File: src/rtl/regfile_wb_pkg.sv
// Shared types and constants for the register-file writeback block.
// Latency: none (declarations only).
// Backpressure: not applicable.
//
// Contents: result source enum, default widths, NUM_REGS, and the
// writeback request record used by producers of results.
package regfile_wb_pkg;

   localparam int DATA_WIDTH         = 32;
   localparam int REG_MEM_ADDR_WIDTH = 5;
   localparam int NUM_REGS           = 1 << REG_MEM_ADDR_WIDTH;

   // Encoding matters: SRC_LSU is the reset value of the last-grant
   // register, so the ALU wins the first conflict after reset.
   typedef enum logic {
      SRC_ALU = 1'b0,
      SRC_LSU = 1'b1
   } wb_src_t;

   typedef struct packed {
      logic [REG_MEM_ADDR_WIDTH-1:0] rd;
      logic [DATA_WIDTH-1:0]         data;
   } wb_req_t;

   // The opposite source, used for alternating priority.
   function automatic wb_src_t other_src(input wb_src_t src);
      return (src == SRC_ALU) ? SRC_LSU : SRC_ALU;
   endfunction

endpackage

File: src/rtl/regfile_writeback_if.sv
// Bundle of issue, hazard, result and write-port signals around regfile_writeback.
// Latency: none (wiring only).
// Backpressure: carried by iss_ready_o / alu_ready_o / lsu_ready_o.
//
// Ports (by group):
//   issue   : iss_valid_i, iss_rd_i -> iss_ready_o
//   hazard  : rs1_i, rs2_i -> stall_o
//   results : alu_valid_i/alu_rd_i/alu_data_i -> alu_ready_o, same for lsu_*
//   write   : wr_en_o, wr_addr_o, wr_data_o ; debug busy_o
//   bypass  : byp_valid_o, byp_data_o (only when WB_BYPASS_EN is defined)
// Modports: master = environment driving decode/results, slave = regfile_writeback.
interface regfile_writeback_if #(
   parameter int DATA_WIDTH         = 32,
   parameter int REG_MEM_ADDR_WIDTH = 5
);
   localparam int NUM_REGS = 1 << REG_MEM_ADDR_WIDTH;

   logic                          iss_valid_i;
   logic [REG_MEM_ADDR_WIDTH-1:0] iss_rd_i;
   logic                          iss_ready_o;

   logic [REG_MEM_ADDR_WIDTH-1:0] rs1_i;
   logic [REG_MEM_ADDR_WIDTH-1:0] rs2_i;
   logic                          stall_o;

   logic                          alu_valid_i;
   logic                          alu_ready_o;
   logic [REG_MEM_ADDR_WIDTH-1:0] alu_rd_i;
   logic [DATA_WIDTH-1:0]         alu_data_i;

   logic                          lsu_valid_i;
   logic                          lsu_ready_o;
   logic [REG_MEM_ADDR_WIDTH-1:0] lsu_rd_i;
   logic [DATA_WIDTH-1:0]         lsu_data_i;

   logic                          wr_en_o;
   logic [REG_MEM_ADDR_WIDTH-1:0] wr_addr_o;
   logic [DATA_WIDTH-1:0]         wr_data_o;

   logic [NUM_REGS-1:0]           busy_o;

`ifdef WB_BYPASS_EN
   logic                          byp_valid_o;
   logic [DATA_WIDTH-1:0]         byp_data_o;
`endif

   modport master (
      output iss_valid_i, iss_rd_i, rs1_i, rs2_i,
      output alu_valid_i, alu_rd_i, alu_data_i,
      output lsu_valid_i, lsu_rd_i, lsu_data_i,
      input  iss_ready_o, stall_o, alu_ready_o, lsu_ready_o,
      input  wr_en_o, wr_addr_o, wr_data_o, busy_o
`ifdef WB_BYPASS_EN
      , input byp_valid_o, byp_data_o
`endif
   );

   modport slave (
      input  iss_valid_i, iss_rd_i, rs1_i, rs2_i,
      input  alu_valid_i, alu_rd_i, alu_data_i,
      input  lsu_valid_i, lsu_rd_i, lsu_data_i,
      output iss_ready_o, stall_o, alu_ready_o, lsu_ready_o,
      output wr_en_o, wr_addr_o, wr_data_o, busy_o
`ifdef WB_BYPASS_EN
      , output byp_valid_o, byp_data_o
`endif
   );

endinterface

File: src/rtl/regfile_writeback_wb_arbiter.sv
// Two-way alternating-priority arbiter between the ALU and LSU/MUL result paths.
// Latency: grant and readies are combinational; last-grant state updates at the edge.
// Backpressure: only the losing source of a conflict sees ready low.
//
// Ports: clk, rst_n (sync, active low); alu_valid/lsu_valid in;
//        alu_ready/lsu_ready, grant_valid, grant_src out.
module wb_arbiter
   import regfile_wb_pkg::*;
(
   input  logic    clk,
   input  logic    rst_n,
   input  logic    alu_valid,
   input  logic    lsu_valid,
   output logic    alu_ready,
   output logic    lsu_ready,
   output logic    grant_valid,
   output wb_src_t grant_src
);

   wb_src_t last_grant;
   logic    both;

   always_comb begin
      both        = alu_valid & lsu_valid;
      grant_valid = alu_valid | lsu_valid;
      grant_src   = SRC_ALU;
      if (both) begin
         grant_src = other_src(last_grant);
      end else if (lsu_valid) begin
         grant_src = SRC_LSU;
      end
      // The granted source is always ready, so any valid source transfers
      // unless it is the loser of a conflict.
      alu_ready = !(both && (grant_src == SRC_LSU));
      lsu_ready = !(both && (grant_src == SRC_ALU));
   end

   // Priority only flips on a real transfer; idle cycles keep the history.
   always_ff @(posedge clk) begin
      if (!rst_n) begin
         last_grant <= SRC_LSU;
      end else if (grant_valid) begin
         last_grant <= grant_src;
      end
   end

endmodule

File: src/rtl/regfile_writeback.sv
// Register-file write master: arbitrates ALU and LSU/MUL results, keeps the busy scoreboard.
// Latency: result transfer at cycle N -> write port at N+1; issue/stall/ready are combinational.
// Backpressure: losing result source gets ready low; issue ready low while rd is busy (WAW).
//
// Ports: clk, rst_n (synchronous, active low), bus (regfile_writeback_if.slave):
//   issue iss_valid_i/iss_rd_i/iss_ready_o, hazard rs1_i/rs2_i/stall_o,
//   results alu_*/lsu_*, write port wr_en_o/wr_addr_o/wr_data_o, debug busy_o.
// Optional: WB_BYPASS_EN adds byp_valid_o/byp_data_o and lets stall_o drop in the
//   cycle the blocking result is transferring.
module regfile_writeback
   import regfile_wb_pkg::*;
#(
   parameter int DATA_WIDTH         = 32,
   parameter int REG_MEM_ADDR_WIDTH = 5
) (
   input  logic                 clk,
   input  logic                 rst_n,
   regfile_writeback_if.slave   bus
);

   localparam int NREGS = 1 << REG_MEM_ADDR_WIDTH;

   logic [NREGS-1:0]              busy_q;
   logic [NREGS-1:0]              set_vec;
   logic [NREGS-1:0]              clr_vec;
   logic [NREGS-1:0]              stall_busy;

   logic                          arb_alu_ready;
   logic                          arb_lsu_ready;
   logic                          grant_valid;
   wb_src_t                       grant_src;

   logic                          xfer;
   logic [REG_MEM_ADDR_WIDTH-1:0] gnt_rd;
   logic [DATA_WIDTH-1:0]         gnt_data;
   logic                          gnt_rd_nz;
   logic                          iss_rd_nz;
   logic                          iss_fire;

   logic                          wr_en_q;
   logic [REG_MEM_ADDR_WIDTH-1:0] wr_addr_q;
   logic [DATA_WIDTH-1:0]         wr_data_q;

   wb_arbiter u_arb (
      .clk         (clk),
      .rst_n       (rst_n),
      .alu_valid   (bus.alu_valid_i),
      .lsu_valid   (bus.lsu_valid_i),
      .alu_ready   (arb_alu_ready),
      .lsu_ready   (arb_lsu_ready),
      .grant_valid (grant_valid),
      .grant_src   (grant_src)
   );

   // While reset is asserted every handshake output shows its reset value;
   // whatever "transfers" in that window is dropped by the sequential reset.
   always_comb begin
      bus.alu_ready_o = arb_alu_ready | !rst_n;
      bus.lsu_ready_o = arb_lsu_ready | !rst_n;
   end

   always_comb begin
      xfer      = rst_n & grant_valid;
      gnt_rd    = (grant_src == SRC_ALU) ? bus.alu_rd_i   : bus.lsu_rd_i;
      gnt_data  = (grant_src == SRC_ALU) ? bus.alu_data_i : bus.lsu_data_i;
      gnt_rd_nz = (gnt_rd != '0);
   end

   // Issue is refused only for a busy non-zero rd, which keeps at most one
   // outstanding writer per register.
   always_comb begin
      iss_rd_nz       = (bus.iss_rd_i != '0);
      bus.iss_ready_o = !rst_n | !busy_q[bus.iss_rd_i] | !iss_rd_nz;
      iss_fire        = rst_n & bus.iss_valid_i & bus.iss_ready_o;
   end

   always_comb begin
      set_vec = '0;
      clr_vec = '0;
      if (iss_fire && iss_rd_nz) begin
         set_vec[bus.iss_rd_i] = 1'b1;
      end
      if (xfer && gnt_rd_nz) begin
         clr_vec[gnt_rd] = 1'b1;
      end
   end

   // Registers whose producer is not transferring this cycle still block decode;
   // without bypass the producer's own transfer cycle also blocks.
`ifdef WB_BYPASS_EN
   always_comb begin
      stall_busy      = busy_q & ~clr_vec;
      bus.byp_valid_o = xfer && gnt_rd_nz &&
                        ((gnt_rd == bus.rs1_i) || (gnt_rd == bus.rs2_i));
      bus.byp_data_o  = gnt_data;
   end
`else
   always_comb begin
      stall_busy = busy_q;
   end
`endif

   always_comb begin
      bus.stall_o = rst_n & (stall_busy[bus.rs1_i] | stall_busy[bus.rs2_i]);
   end

   // Scoreboard; entry 0 can never be set, x0 is hardwired zero.
   always_ff @(posedge clk) begin
      if (!rst_n) begin
         busy_q <= '0;
      end else begin
         busy_q <= ((busy_q & ~clr_vec) | set_vec) & ~NREGS'(1);
      end
   end

   // Registered write port; a result for x0 is consumed without a write and
   // the previous address/data are left on the port.
   always_ff @(posedge clk) begin
      if (!rst_n) begin
         wr_en_q   <= 1'b0;
         wr_addr_q <= '0;
         wr_data_q <= '0;
      end else begin
         wr_en_q <= xfer && gnt_rd_nz;
         if (xfer && gnt_rd_nz) begin
            wr_addr_q <= gnt_rd;
            wr_data_q <= gnt_data;
         end
      end
   end

   always_comb begin
      bus.wr_en_o   = wr_en_q;
      bus.wr_addr_o = wr_addr_q;
      bus.wr_data_o = wr_data_q;
      bus.busy_o    = busy_q;
   end

`ifndef SYNTHESIS
   always_ff @(posedge clk) begin
      if (rst_n) begin
         // Issue needs !busy, so one edge can never both set and clear an entry.
         assert ((set_vec & clr_vec) == '0)
            else $error("regfile_writeback: same-edge set and clear of busy entry");
         // A result for a register nobody is waiting on is a producer bug;
         // the write still goes through.
         assert (!(xfer && gnt_rd_nz && !busy_q[gnt_rd]))
            else $error("regfile_writeback: result for non-busy rd %0d", gnt_rd);
      end
   end
`endif

endmodule

File: src/flat_wrapper.sv
// flat-port wrapper written by rule: the top's interface ports become plain ports
module regfile_writeback_flat import regfile_wb_pkg::*;
#(
   parameter int DATA_WIDTH         = 32,
   parameter int REG_MEM_ADDR_WIDTH = 5
)
  (clk, rst_n, bus_iss_valid_i, bus_iss_rd_i, bus_rs1_i, bus_rs2_i, bus_alu_valid_i, bus_alu_rd_i, bus_alu_data_i, bus_lsu_valid_i, bus_lsu_rd_i, bus_lsu_data_i, bus_iss_ready_o, bus_stall_o, bus_alu_ready_o, bus_lsu_ready_o, bus_wr_en_o, bus_wr_addr_o, bus_wr_data_o, bus_busy_o);
  regfile_writeback_if #(.DATA_WIDTH(DATA_WIDTH), .REG_MEM_ADDR_WIDTH(REG_MEM_ADDR_WIDTH)) bus_i ();
  input  logic clk;
  input  logic rst_n;
  input wire logic [$bits(bus_i.iss_valid_i)-1:0] bus_iss_valid_i;
  input wire logic [$bits(bus_i.iss_rd_i)-1:0] bus_iss_rd_i;
  input wire logic [$bits(bus_i.rs1_i)-1:0] bus_rs1_i;
  input wire logic [$bits(bus_i.rs2_i)-1:0] bus_rs2_i;
  input wire logic [$bits(bus_i.alu_valid_i)-1:0] bus_alu_valid_i;
  input wire logic [$bits(bus_i.alu_rd_i)-1:0] bus_alu_rd_i;
  input wire logic [$bits(bus_i.alu_data_i)-1:0] bus_alu_data_i;
  input wire logic [$bits(bus_i.lsu_valid_i)-1:0] bus_lsu_valid_i;
  input wire logic [$bits(bus_i.lsu_rd_i)-1:0] bus_lsu_rd_i;
  input wire logic [$bits(bus_i.lsu_data_i)-1:0] bus_lsu_data_i;
  output wire logic [$bits(bus_i.iss_ready_o)-1:0] bus_iss_ready_o;
  output wire logic [$bits(bus_i.stall_o)-1:0] bus_stall_o;
  output wire logic [$bits(bus_i.alu_ready_o)-1:0] bus_alu_ready_o;
  output wire logic [$bits(bus_i.lsu_ready_o)-1:0] bus_lsu_ready_o;
  output wire logic [$bits(bus_i.wr_en_o)-1:0] bus_wr_en_o;
  output wire logic [$bits(bus_i.wr_addr_o)-1:0] bus_wr_addr_o;
  output wire logic [$bits(bus_i.wr_data_o)-1:0] bus_wr_data_o;
  output wire logic [$bits(bus_i.busy_o)-1:0] bus_busy_o;
  assign bus_i.iss_valid_i = bus_iss_valid_i;
  assign bus_i.iss_rd_i = bus_iss_rd_i;
  assign bus_i.rs1_i = bus_rs1_i;
  assign bus_i.rs2_i = bus_rs2_i;
  assign bus_i.alu_valid_i = bus_alu_valid_i;
  assign bus_i.alu_rd_i = bus_alu_rd_i;
  assign bus_i.alu_data_i = bus_alu_data_i;
  assign bus_i.lsu_valid_i = bus_lsu_valid_i;
  assign bus_i.lsu_rd_i = bus_lsu_rd_i;
  assign bus_i.lsu_data_i = bus_lsu_data_i;
  assign bus_iss_ready_o = bus_i.iss_ready_o;
  assign bus_stall_o = bus_i.stall_o;
  assign bus_alu_ready_o = bus_i.alu_ready_o;
  assign bus_lsu_ready_o = bus_i.lsu_ready_o;
  assign bus_wr_en_o = bus_i.wr_en_o;
  assign bus_wr_addr_o = bus_i.wr_addr_o;
  assign bus_wr_data_o = bus_i.wr_data_o;
  assign bus_busy_o = bus_i.busy_o;
  regfile_writeback #(.DATA_WIDTH(DATA_WIDTH), .REG_MEM_ADDR_WIDTH(REG_MEM_ADDR_WIDTH)) u_core (.clk(clk), .rst_n(rst_n), .bus(bus_i));
endmodule
File: config.mk
export PLATFORM = sky130hd
export DESIGN_NAME = regfile_writeback_flat
export DESIGN_NICKNAME = d
export VERILOG_FILES = /design/src/rtl/regfile_wb_pkg.sv /design/src/rtl/regfile_writeback_if.sv /design/src/rtl/regfile_writeback_wb_arbiter.sv /design/src/rtl/regfile_writeback.sv /design/src/flat_wrapper.sv
export SDC_FILE = /design/constraint.sdc
export NUM_CORES = 1
export LEC_CHECK = 0
export CAP_MARGIN = 25
export CORE_ASPECT_RATIO = 1.2
export CORE_UTILIZATION = 25
export CTS_CLUSTER_SIZE = 25
export DETAILED_ROUTE_END_ITERATION = 8
export GPL_ROUTABILITY_DRIVEN = 0
export GPL_TIMING_DRIVEN = 0
export PLACE_DENSITY_LB_ADDON = 0.05
export SYNTH_ARGS = -nofsm -noshare
export SYNTH_HDL_FRONTEND = slang
export SYNTH_SLANG_ARGS = --single-unit
File: constraint.sdc
create_clock -name clk -period 4.6 [get_ports clk]
set_input_delay 0.69 -clock clk [delete_from_list [all_inputs] [get_ports clk]]
set_output_delay 0.69 -clock clk [all_outputs]
set_load 0.03 [all_outputs]
Fig. 1: run 1, I/O pins on the die edge
Pins as bars across the die edge, other pins in gray.
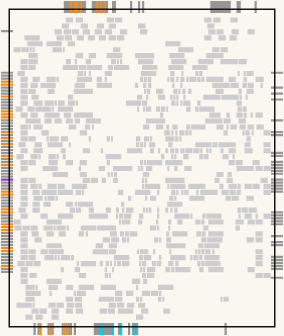
legend:
  orange:
    port: `bus_lsu_data_i`
    pins: 32
    direction: input
    edge: 21 west, 7 north, 4 south
  purple:
    port: `bus_lsu_valid_i`
    pins: 1
    direction: input
    edge: west
  cyan:
    port: `bus_lsu_rd_i`
    pins: 5
    direction: input
    edge: south

Fig. 2: run 1, M3 wires
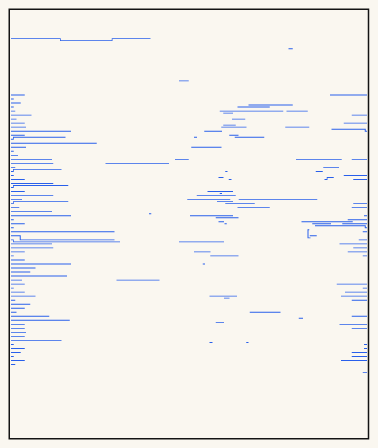
wire length on this layer: 1200 microns
nets with wire on the layer: 136
longest straight run: 35.9 microns
share of all routed wire: 7.7%

Fig. 3: run 1, where the registers sit
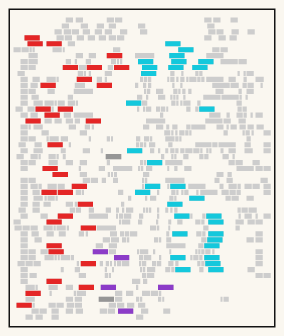
legend:
  red:
    name_in_the_netlist: `u_core.bus.wr_data_o`
    sequential_cells: 32
    where: a column on the left
  cyan:
    name_in_the_netlist: `u_core.bus.busy_o`
    sequential_cells: 31
  purple:
    name_in_the_netlist: `u_core.bus.wr_addr_o`
    sequential_cells: 5
    where: south
not colored: 2

Fig. 4: run 1, routing congestion map
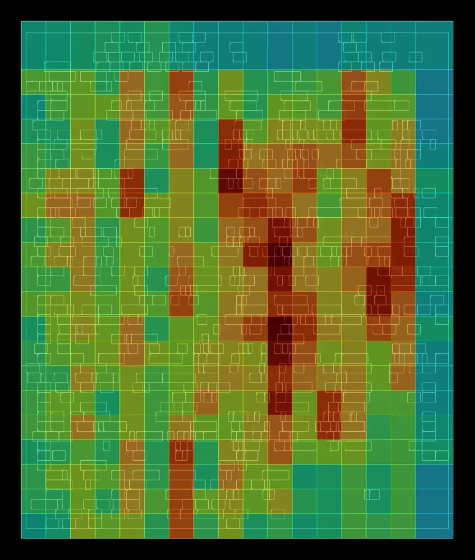
DR WL/cell: 18.3 microns
GRT Total Usage: 18.1%
GR Util met3: 4.58%
GRT met2 Usage: 32.0%
busiest grt layer: met2

==> impl_metrics.csv, run 1 <==
group,metric,value,unit
finish,drive_gt1_share,13.2,%
synthesis,synthTopCellsByCount,"dfxtp_1 (70), nor2_1 (55), mux2i_1 (53)",
finish,inv_count,6,
route,vias_per_cell,5.02,
worst_setup_path,r2r_cells,7,
worst_hold_path,hold_start,"u_core.bus.wr_addr_o[2]$_SDFFE_PN0P_",
worst_setup_path,crit_end,"bus_stall_o",
power,max-vdd-ir-drop,0.000137,V
finish,clock_area_share,4.32,%
cts,path_clk_slew,50,ps
global_routing,grt_pass1_vias,4410,
route,routed_wl,15700,microns
synthesis,topCellsByArea,"dfxtp_1 (33%), mux2i_1 (13%), mux4_2 (6.4%)",
timing,period_minus_slack,4070,ps
timing,skew,7.40,ps
placed_design,port_buffers,161,
cts,cts_tree,"built",
synthesis,syn_avg_cell_area,9.04,sq um
cts,root_buffer,"clkbuf_16",
worst_setup_path,critical_path_class,"in -> out",
timing,fin_hold_ws,458,ps
finish,logic_area,2630,sq um
worst_setup_path,worst_setup_path_end_kind,"output port",
cts,cts_max_path_buffers,2,
synthesis,ys_cells,469,
synthesis,edf_count,0,
timing,rsz0062_at_grt,"no",
run_status,status,"completed",
finish,postLayoutCellArea,6390,sq um
synthesis,ys_ff,70,
synthesis,largest_area_cell,"dfxtp_1",
power,total_leakage_power,2.24,nW
synthesis,top_cell_area_share,33.0,%
global_routing,grt_start_max_net_pins,13,
route,wl_met1,6130,microns
cts,clk_latency,330,ps
flow_run,cap_violations,0,
flow_run,warning_count,26,
worst_setup_path,timing.critical_path.from,"bus_rs1_i[1]",
global_routing,antenna_found_initial,0,
worst_hold_path,min_path_type,"reg -> reg",
floorplan,die_x,121,microns
synthesis,synth.most_common_cell,"dfxtp_1",
## run 1: worst max-delay path, stage by stage
cell and delay (ps):
clkdlybuf4s50_1 510, clkbuf_1 500, mux2_2 400, o221ai_1 150
o21ai_0 150, a32oi_1 210, a41oi_1 140, clkdlybuf4s50_1 620
## run 1: cells in the final DEF (no fill, tap or decap), types with 11 or more instances in the layout
| cell | count |
|---|---|
| o22ai_1 | 11 |
| nand2_1 | 47 |
| o211ai_1 | 11 |
| mux4_2 | 12 |
| buf_2 | 11 |
| a211oi_1 | 12 |
| dfxtp_1 | 70 |
| o21ai_1 | 18 |
| mux2i_1 | 53 |
| a211oi_2 | 21 |
| mux2_2 | 13 |
| nand3_1 | 12 |
| clkdlybuf4s50_1 | 161 |
| clkbuf_1 | 22 |
| nor2_1 | 55 |
## run 1: stage by stage
step                power [W]  util [%]  std cells  setup WS (ps)
detailed placement    0.00111      37.3        842            521
CTS                   0.00177      39.0        858            520
global placement      0.00111      37.3        842            525
global route          0.00183      39.0        858            418
floorplan            0.000911         -        469           1590
finish                0.00175      39.0        858            534
## run 1: power breakdown
part | switching, W | internal, W | leakage, nW | total (W)
registers | 0.0000198 | 0.000638 | 0.574 | 0.000658
logic | 0.000234 | 0.000204 | 1.54 | 0.000438
clock network | 0.000279 | 0.000377 | 0.130 | 0.000656
## run 1: state kept, by name (all words and copies together), names as in the netlist
signal                   cells
u_core.bus.wr_data_o        32
u_core.bus.wr_en_o           1
u_core.bus.busy_o           31
u_core.bus.wr_addr_o         5
u_core.u_arb.last_grant      1
## run 1: logic make-up after synthesis
| family | after synthesis | share of synthesized area, % |
|---|---|---|
| compound gates | 112 | 20.6 |
| buf+inv | 45 | 4.93 |
| flops | 70 | 33.0 |
| mux | 80 | 23.0 |
| other cells | 1 | 0.0884 |
| simple gates | 161 | 18.4 |
Fig. 5: run 1, signal wires by layer
Two of the layers only.
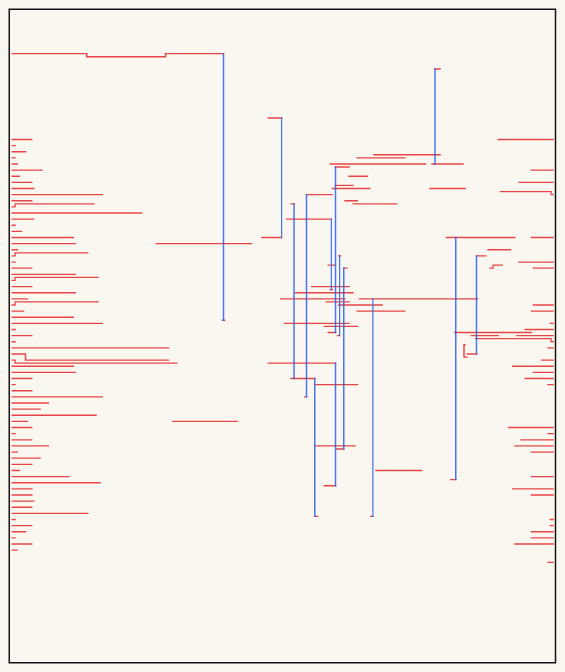

## Run 2: what changed since run 1
--- a/config.mk
+++ b/config.mk
@@ -7,7 +7,7 @@
 export LEC_CHECK = 0
 export CAP_MARGIN = 25
 export CORE_ASPECT_RATIO = 1.2
-export CORE_UTILIZATION = 25
+export CORE_UTILIZATION = 40
 export CTS_CLUSTER_SIZE = 25
 export DETAILED_ROUTE_END_ITERATION = 8
 export GPL_ROUTABILITY_DRIVEN = 0
Fig. 6: run 2, signal wires by layer
Two of the layers only.
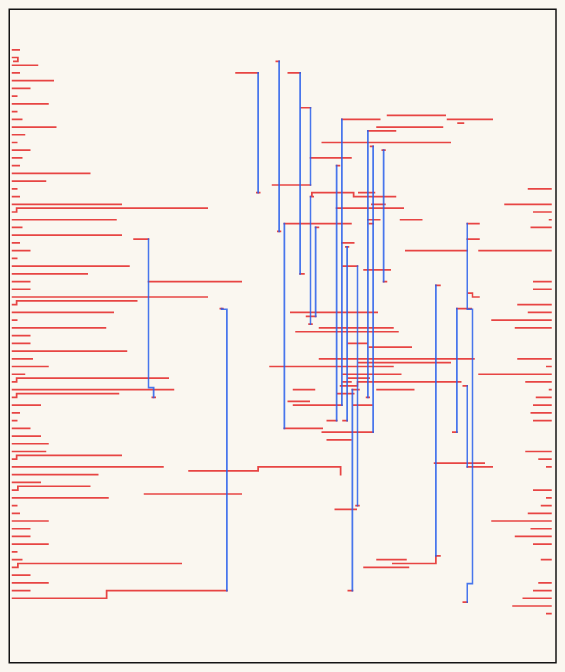
legend:
  red:
    layer: met3
    wire_length: 1280 microns
  blue:
    layer: met4
    wire_length: 729 microns

==> run 2 against run 1 <==
Design area is 0.94% lower. Register-to-register slack worse by 30 ps. Power is 5.4% higher. Worst hold slack worse by 6.0 ps. Routed wire length is 8.6% lower. Sequential cell count did not move. Critical path depth unchanged. Non-clock buffer count did not move. Synthesized cell count did not move. Global-route usage increased by 8.5 points. Via count is 1.7% higher. Synthesized area unchanged. Critical path type unchanged. Largest cell class unchanged. Largest power group is now clock. Highest routed layer unchanged.
==> impl_metrics.csv, run 2 <==
group,metric,value,unit
worst_setup_path,crit_cells,8,
worst_setup_path,critical-path-top-delay-family,"buffers and inverters",
synthesis,syn_avg_cell_area,9.04,sq um
finish,largest_register_ffs,32,
worst_setup_path,cp_common_cell,"clkdlybuf4s50_1",
global_routing,grt.met3_usage,8.60,%
cts,cts_tree,"built",
global_routing,grt_busiest_layer,"met2",
global_routing,grt_pass1_vias,4411,
route,wire_per_inst,18.6,microns
timing,fin_ws,593,ps
synthesis,synth.logic.top_family,"multiplexers",
cts,cts_max_path_buffers,2,
worst_hold_path,min_path_type,"reg -> reg",
global_routing,track_usage,26.7,%
worst_setup_path,r2r_cells,7,
synthesis,top_cell_area_share,33.0,%
worst_setup_path,critical_path_class,"in -> out",
synthesis,ys_ff,70,
synthesis,topCellsByArea,"dfxtp_1 (33%), mux2i_1 (13%), mux4_2 (6.4%)",
finish,layout_top_cell,"clkdlybuf4s50_1",
power,max-vdd-ir-drop,0.000191,V
timing,period_minus_slack,4010,ps
run_status,status,"completed",
flow_run,cap_violations,0,
global_routing,grt_start_max_net_pins,13,
placed_design,dpl_worst_slack,628,ps
power,total_leakage_power,2.27,nW
worst_setup_path,cpPeakStageDelay,700,ps
cts,clk_latency,330,ps
synthesis,synthTopCellsByCount,"dfxtp_1 (70), nor2_1 (55), mux2i_1 (53)",
finish,lay_top_cells,"clkdlybuf4s50_1 (161), dfxtp_1 (70), nor2_1 (55)",
cts,root_buffer,"clkbuf_16",
synthesis,ys_cells,469,
timing,skew,9.78,ps
synthesis,synth.most_common_cell,"dfxtp_1",
worst_setup_path,cp_num_buf_inv,3,
route,routed_wl,14400,microns
worst_setup_path,worst_setup_path_end_kind,"output port",
synthesis,adder_share,0,%
global_routing,use_met2,45.3,%
worst_setup_path,slowest_stage,"clkdlybuf4s50_1",
Fig. 7: run 2, M3 wires
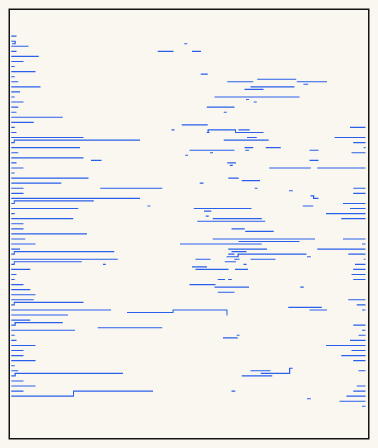
nets with wire on the layer: 159
wire length on this layer: 1280 microns
share of all routed wire: 8.9%
longest straight run: 34.3 microns

-- run 2: cell counts after synthesis --
No cell type changed its count.
-- run 2: area by class of cell --
type	count	area [sq um]	area share (%)
plain buffers	39	186	2.94
clock buffers	10	239	3.77
clock inverters	6	85.1	1.34
inverters	6	22.5	0.356
multi-input cells	354	2630	41.5
flip-flops and latches	70	1400	22.1
well taps	126	158	2.49
repair buffers	161	1610	25.4
-- run 2: metal layers --
| metal | part of all wire [%] | up-vias |
|---|---|---|
| met1 | 37 | 2015 |
| li1 | - | 2080 |
| met3 | 8.9 | 50 |
| met2 | 49 | 237 |
| met4 | 5.1 | 0 |
| met5 | 0 | - |
-- run 2: per-stage QoR --
step | hold slack (ps) | cell area, sq um | std cells | power, W | util, %
final | 452 | 6330 | 772 | 0.00185 | 62.3
after global routing | 469 | 6330 | 772 | 0.00192 | 62.3
after CTS | 458 | 6330 | 772 | 0.00186 | 62.3
after detailed placement | 448 | 6010 | 756 | 0.00111 | 59.2
after global placement | 451 | 6010 | 756 | 0.00110 | 59.2
after floorplan | 503 | 4240 | 469 | 0.000911 | -
-- run 2: worst paths after layout --
kind                                        startpoint                                    end  slack [ps]
hold / removal    u_core.bus.wr_addr_o[3]$_SDFFE_PN0P_   u_core.bus.wr_addr_o[3]$_SDFFE_PN0P_         450
hold reg to reg   u_core.bus.wr_addr_o[3]$_SDFFE_PN0P_   u_core.bus.wr_addr_o[3]$_SDFFE_PN0P_         450
setup reg to reg  u_core.u_arb.last_grant$_SDFFE_PN1N_  u_core.bus.wr_data_o[16]$_SDFFE_PN0P_        2490
setup / recovery                          bus_rs2_i[1]                            bus_stall_o         590
-- run 2: report_power, final --
part,internal (W),switching [W],total [W]
clock network,0.000487,0.000263,0.000750
registers,0.000639,0.0000194,0.000658
logic,0.000205,0.000233,0.000438
No activity file was given, so power comes from the tool's default toggle rates.
